==> config.mk <==
export PLATFORM = sky130hd
export DESIGN_NAME = add_sum_stage_flat
export DESIGN_NICKNAME = d
export VERILOG_FILES = /design/src/rtl/add_pkg.sv /design/src/rtl/add_sum_stage_if.sv /design/src/rtl/add_skid_buf.sv /design/src/rtl/add_sum_stage.sv /design/src/flat_wrapper.sv
export SDC_FILE = /design/constraint.sdc
export NUM_CORES = 1
export LEC_CHECK = 0
export CORE_UTILIZATION = 49
export CTS_CLUSTER_SIZE = 12
export DETAILED_ROUTE_END_ITERATION = 16
export GPL_ROUTABILITY_DRIVEN = 0
export HOLD_SLACK_MARGIN = 0.02
export PLACE_DENSITY = 0.95
export SLEW_MARGIN = 10
export SYNTH_ARGS = -nofsm -noshare
export SYNTH_HDL_FRONTEND = slang
export SYNTH_SLANG_ARGS = --single-unit
export TNS_END_PERCENT = 30
==> constraint.sdc <==
create_clock -name clk -period 8.37 [get_ports clk]
set_input_delay 0.837 -clock clk [delete_from_list [all_inputs] [get_ports clk]]
set_output_delay 0.837 -clock clk [all_outputs]
set_load 0.005 [all_outputs]
==> src/rtl/add_pkg.sv <==
// Shared types and constants for the ADD unit's final prefix-adder stage.
// Holds the operand/tag widths, the prefix pair bit positions, the result entry and the buffer count encoding.
package add_pkg;

    localparam int WIDTH = 32;
    localparam int TAG_W = 4;

    // Position of the generate / propagate bit within each 2-bit prefix pair
    localparam int G_BIT = 1;
    localparam int P_BIT = 0;

    typedef struct packed {
        logic [WIDTH-1:0] sum;
        logic             cout;
        logic             ovf;
        logic             zero;
        logic             neg;
        logic [TAG_W-1:0] tag;
    } result_t;

    typedef enum logic [1:0] {
        EMPTY = 2'd0,
        ONE   = 2'd1,
        FULL  = 2'd2
    } cnt_e;

endpackage

==> src/rtl/add_sum_stage_if.sv <==
// Bus between the last prefix level, the sum stage and the writeback path.
// The slave modport is the sum stage; the master modport is the upstream/writeback side that drives it.
interface add_sum_stage_if;
    import add_pkg::*;

    logic                 in_valid;
    logic                 in_ready;
    logic [2*WIDTH-1:0]   prefix;
    logic [WIDTH-1:0]     prop;
    logic                 cin;
    logic [TAG_W-1:0]     tag_in;
    logic                 out_valid;
    logic                 out_ready;
    logic [WIDTH-1:0]     sum;
    logic                 cout;
    logic                 ovf;
    logic                 zero;
    logic                 neg;
    logic [TAG_W-1:0]     tag_out;

    modport slave (
        input  in_valid, prefix, prop, cin, tag_in, out_ready,
        output in_ready, out_valid, sum, cout, ovf, zero, neg, tag_out
    );

    modport master (
        output in_valid, prefix, prop, cin, tag_in, out_ready,
        input  in_ready, out_valid, sum, cout, ovf, zero, neg, tag_out
    );

endinterface

==> src/rtl/add_skid_buf.sv <==
// Two-entry valid/ready buffer; 1 cycle from accept to presentation.
// in_ready depends only on the stored count, so a writeback stall never reaches upstream combinationally.
module add_skid_buf
    import add_pkg::*;
#(
    parameter type T = result_t
) (
    input  logic clk,
    input  logic rst,
    input  logic in_valid_i,
    output logic in_ready_o,
    input  T     in_data_i,
    output logic out_valid_o,
    input  logic out_ready_i,
    output T     out_data_o
);

    cnt_e count_q, count_d;
    logic head_q, head_d;
    logic tail_q, tail_d;
    T     mem_q [2];
    logic push;
    logic pop;

    assign in_ready_o  = (count_q != FULL);
    assign out_valid_o = (count_q != EMPTY);
    assign out_data_o  = mem_q[head_q];
    assign push        = in_valid_i & in_ready_o;
    assign pop         = out_valid_o & out_ready_i;

    always_ff @(posedge clk) begin
        if (rst) begin
            count_q  <= EMPTY;
            head_q   <= 1'b0;
            tail_q   <= 1'b0;
            mem_q[0] <= '0;
            mem_q[1] <= '0;
        end else begin
            count_q <= count_d;
            head_q  <= head_d;
            tail_q  <= tail_d;
            if (push) begin
                mem_q[tail_q] <= in_data_i;
            end
        end
    end

    always_comb begin
        count_d = count_q;
        head_d  = head_q;
        tail_d  = tail_q;
        if (push) begin
            tail_d = ~tail_q;
        end
        if (pop) begin
            head_d = ~head_q;
        end
        unique case (count_q)
            EMPTY: if (push) count_d = ONE;
            ONE: begin
                if (push && !pop) begin
                    count_d = FULL;
                end else if (pop && !push) begin
                    count_d = EMPTY;
                end
            end
            FULL:  if (pop) count_d = ONE;
            default: count_d = EMPTY;
        endcase
    end

endmodule

==> src/rtl/add_sum_stage.sv <==
// Final prefix-adder stage: forms sum, carry-out and flags, then registers them in a 2-entry skid buffer.
// Latency 1 cycle; in_ready drops only once both entries are held while writeback stalls.
module add_sum_stage
    import add_pkg::*;
(
    input logic            clk,
    input logic            rst,
    add_sum_stage_if.slave bus
);

    logic [WIDTH:0] carry;
    logic [WIDTH-1:0] sum_w;
    result_t res_in;
    result_t res_out;

    // Prefix pairs exclude carry-in, so it is folded in here through the group propagate
    assign carry[0] = bus.cin;
    for (genvar i = 1; i <= WIDTH; i++) begin : g_carry
        assign carry[i] = bus.prefix[2*(i-1)+G_BIT]
                        | (bus.prefix[2*(i-1)+P_BIT] & bus.cin);
    end

    assign sum_w = bus.prop ^ carry[WIDTH-1:0];

    always_comb begin
        res_in      = '0;
        res_in.sum  = sum_w;
        res_in.cout = carry[WIDTH];
        res_in.ovf  = carry[WIDTH] ^ carry[WIDTH-1];
        res_in.zero = ~|sum_w;
        res_in.neg  = sum_w[WIDTH-1];
        res_in.tag  = bus.tag_in;
    end

    add_skid_buf #(
        .T (result_t)
    ) u_skid (
        .clk         (clk),
        .rst         (rst),
        .in_valid_i  (bus.in_valid),
        .in_ready_o  (bus.in_ready),
        .in_data_i   (res_in),
        .out_valid_o (bus.out_valid),
        .out_ready_i (bus.out_ready),
        .out_data_o  (res_out)
    );

    assign bus.sum     = res_out.sum;
    assign bus.cout    = res_out.cout;
    assign bus.ovf     = res_out.ovf;
    assign bus.zero    = res_out.zero;
    assign bus.neg     = res_out.neg;
    assign bus.tag_out = res_out.tag;

endmodule
==> src/flat_wrapper.sv <==
// flat-port wrapper written by rule: the top's interface ports become plain ports
module add_sum_stage_flat import add_pkg::*;
  (clk, rst, bus_in_valid, bus_prefix, bus_prop, bus_cin, bus_tag_in, bus_out_ready, bus_in_ready, bus_out_valid, bus_sum, bus_cout, bus_ovf, bus_zero, bus_neg, bus_tag_out);
  add_sum_stage_if bus_i ();
  input logic clk;
  input logic rst;
  input wire logic [$bits(bus_i.in_valid)-1:0] bus_in_valid;
  input wire logic [$bits(bus_i.prefix)-1:0] bus_prefix;
  input wire logic [$bits(bus_i.prop)-1:0] bus_prop;
  input wire logic [$bits(bus_i.cin)-1:0] bus_cin;
  input wire logic [$bits(bus_i.tag_in)-1:0] bus_tag_in;
  input wire logic [$bits(bus_i.out_ready)-1:0] bus_out_ready;
  output wire logic [$bits(bus_i.in_ready)-1:0] bus_in_ready;
  output wire logic [$bits(bus_i.out_valid)-1:0] bus_out_valid;
  output wire logic [$bits(bus_i.sum)-1:0] bus_sum;
  output wire logic [$bits(bus_i.cout)-1:0] bus_cout;
  output wire logic [$bits(bus_i.ovf)-1:0] bus_ovf;
  output wire logic [$bits(bus_i.zero)-1:0] bus_zero;
  output wire logic [$bits(bus_i.neg)-1:0] bus_neg;
  output wire logic [$bits(bus_i.tag_out)-1:0] bus_tag_out;
  assign bus_i.in_valid = bus_in_valid;
  assign bus_i.prefix = bus_prefix;
  assign bus_i.prop = bus_prop;
  assign bus_i.cin = bus_cin;
  assign bus_i.tag_in = bus_tag_in;
  assign bus_i.out_ready = bus_out_ready;
  assign bus_in_ready = bus_i.in_ready;
  assign bus_out_valid = bus_i.out_valid;
  assign bus_sum = bus_i.sum;
  assign bus_cout = bus_i.cout;
  assign bus_ovf = bus_i.ovf;
  assign bus_zero = bus_i.zero;
  assign bus_neg = bus_i.neg;
  assign bus_tag_out = bus_i.tag_out;
  add_sum_stage u_core (.clk(clk), .rst(rst), .bus(bus_i));
endmodule
flops_by_reg.png
Other sequential cells in the stronger gray, the rest of the logic in the fainter gray.
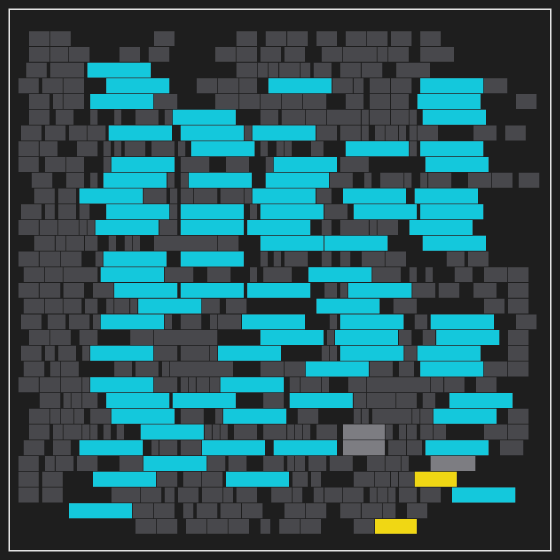
name in the netlist	color	flops
u_core.u_skid.count_q	yellow	2
u_core.u_skid.mem_q	cyan	78

clocks.png
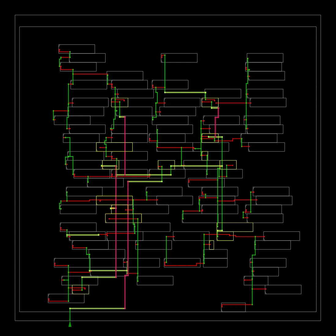
# clk buffers: 9
Clock net power: 0.363 mW
clock latency on the worst-skew pair: 350 ps

logic_types.png
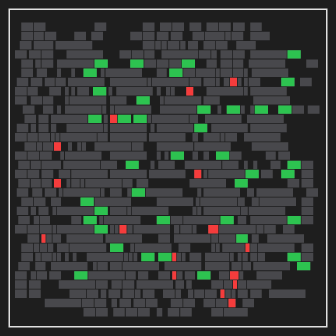
family	color	cells
nand cells	red	16
mux cells	green	40
Finished Layout Cells: 573
combinational share of cell area: 0.2666
Top cell excl fill/tap: clkdlybuf4s50_1

==> results.txt <==
fresh numbers from the pnr run: class of the worst hold path reg -> reg, Post-CTS Setup Inserts 0, CTS max path bufs 2, Total Routing Usage GR 0.2253, leakage power ~2.2 nW, Yosys cell types 35, setup slack, reg-to-reg 5810 ps, Core ar. around 8000 um2, grt ovf 0, FF-to-FF path depth 6, die area 8714 um2, synthesized cell area between 4000 and 5000 um2, worst r2r dst u_core.u_skid.mem_q[1][22], worst vdd ir 0.0001057 V, Fin. Hold Viols 0, n_diodes 0, synthesis-to-layout area growth 43.24%, antenna violations before repair 0, Synth Seq Share 0.5973, CP arrival 2250 ps, routed len/inst about 16 um, worst setup path class reg -> out, status completed, Final setup viols 0, max-slew violations 0, hold_ws between 500 and 600 ps, post-route clock skew 4.320 ps, most frequent cells in the layout 145 x clkdlybuf4s50_1, 78 x edfxtp_1, 73 x nor2_1, final worst slack about 5300 ps, root buffer cell clkbuf_8, CTS buffer count 9
## sequential cells by signal (all words and copies together) (netlist names), named ones only
signal                 count
u_core.u_skid.head_q       1
u_core.u_skid.count_q      2
u_core.u_skid.tail_q       1
u_core.u_skid.mem_q       78
## kinds of logic (layout without fill, tap and decap cells)
kind of cell | after synthesis | in the layout | synth area share
flops | 83 | 83 | 0.5973
compound gates | 42 | 42 | 0.06977
xor+xnor | 35 | 35 | 0.08231
simple gates | 108 | 108 | 0.1166
mux | 40 | 40 | 0.1099
buf+inv | 18 | 163 | 0.02417
## power breakdown
part	leakage [nW]	switching (mW)	internal, mW
Clock	0.127	0.137	0.225
Sequential	0.870	0.0159	0.491
Combinational	1.19	0.0856	0.125
Total	2.19	0.239	0.841
## area by class of cell
cell class | count | area, um2 | area share
multi-input cells | 225 | 1562 | 0.2666
clock inverters | 6 | 128.9 | 0.02200
well taps | 102 | 127.6 | 0.02179
repair buffers | 148 | 1471 | 0.2512
clock buffers | 9 | 123.9 | 0.02115
flip-flops and latches | 83 | 2444 | 0.4172
## Yosys cell counts (2+ instances only)
cell type,number
or3_1,2
nand2_1,6
edfxtp_1,78
o21ai_0,2
nand4_1,7
a21oi_1,23
xor2_2,4
nand2b_1,2
nor3_1,5
buf_6,2
a21oi_2,9
and3_1,4
dfxtp_1,5
and2_1,4
or4_1,2
mux2_2,20
nor2_1,73
clkbuf_1,13
xor2_1,30
mux2_1,19
a21oi_4,2
## critical path: stages (launching register included)
cell	delay [ps]
dfxtp_2	970
mux2_2	420
clkdlybuf4s50_1	500
## routing by layer
layer,vias up,track usage,routed length (um)
met1,1438,0.2448,3439
met5,-,0,0
met2,147,0.4093,4969
met3,20,0.04715,682
met4,0,0.1205,243
li1,1446,-,-
## worst min path at each step
stage	end	depth (start not counted)
6_report	register	2
5_1_grt	u_core.u_skid.head_q	2
4_1_cts	register	2
3_5_place_dp	register	2
3_3_place_gp	u_core.u_skid.head_q	2
2_1_floorplan	register	2
## through the flow
stage            util  cell area [um2]
2_1_floorplan       -             4089
3_3_place_gp   0.7105             5604
3_5_place_dp   0.7105             5604
4_1_cts        0.7425             5857
5_1_grt        0.7425             5857
6_report       0.7425             5857
No activity file was given, so power comes from the tool's default toggle rates.
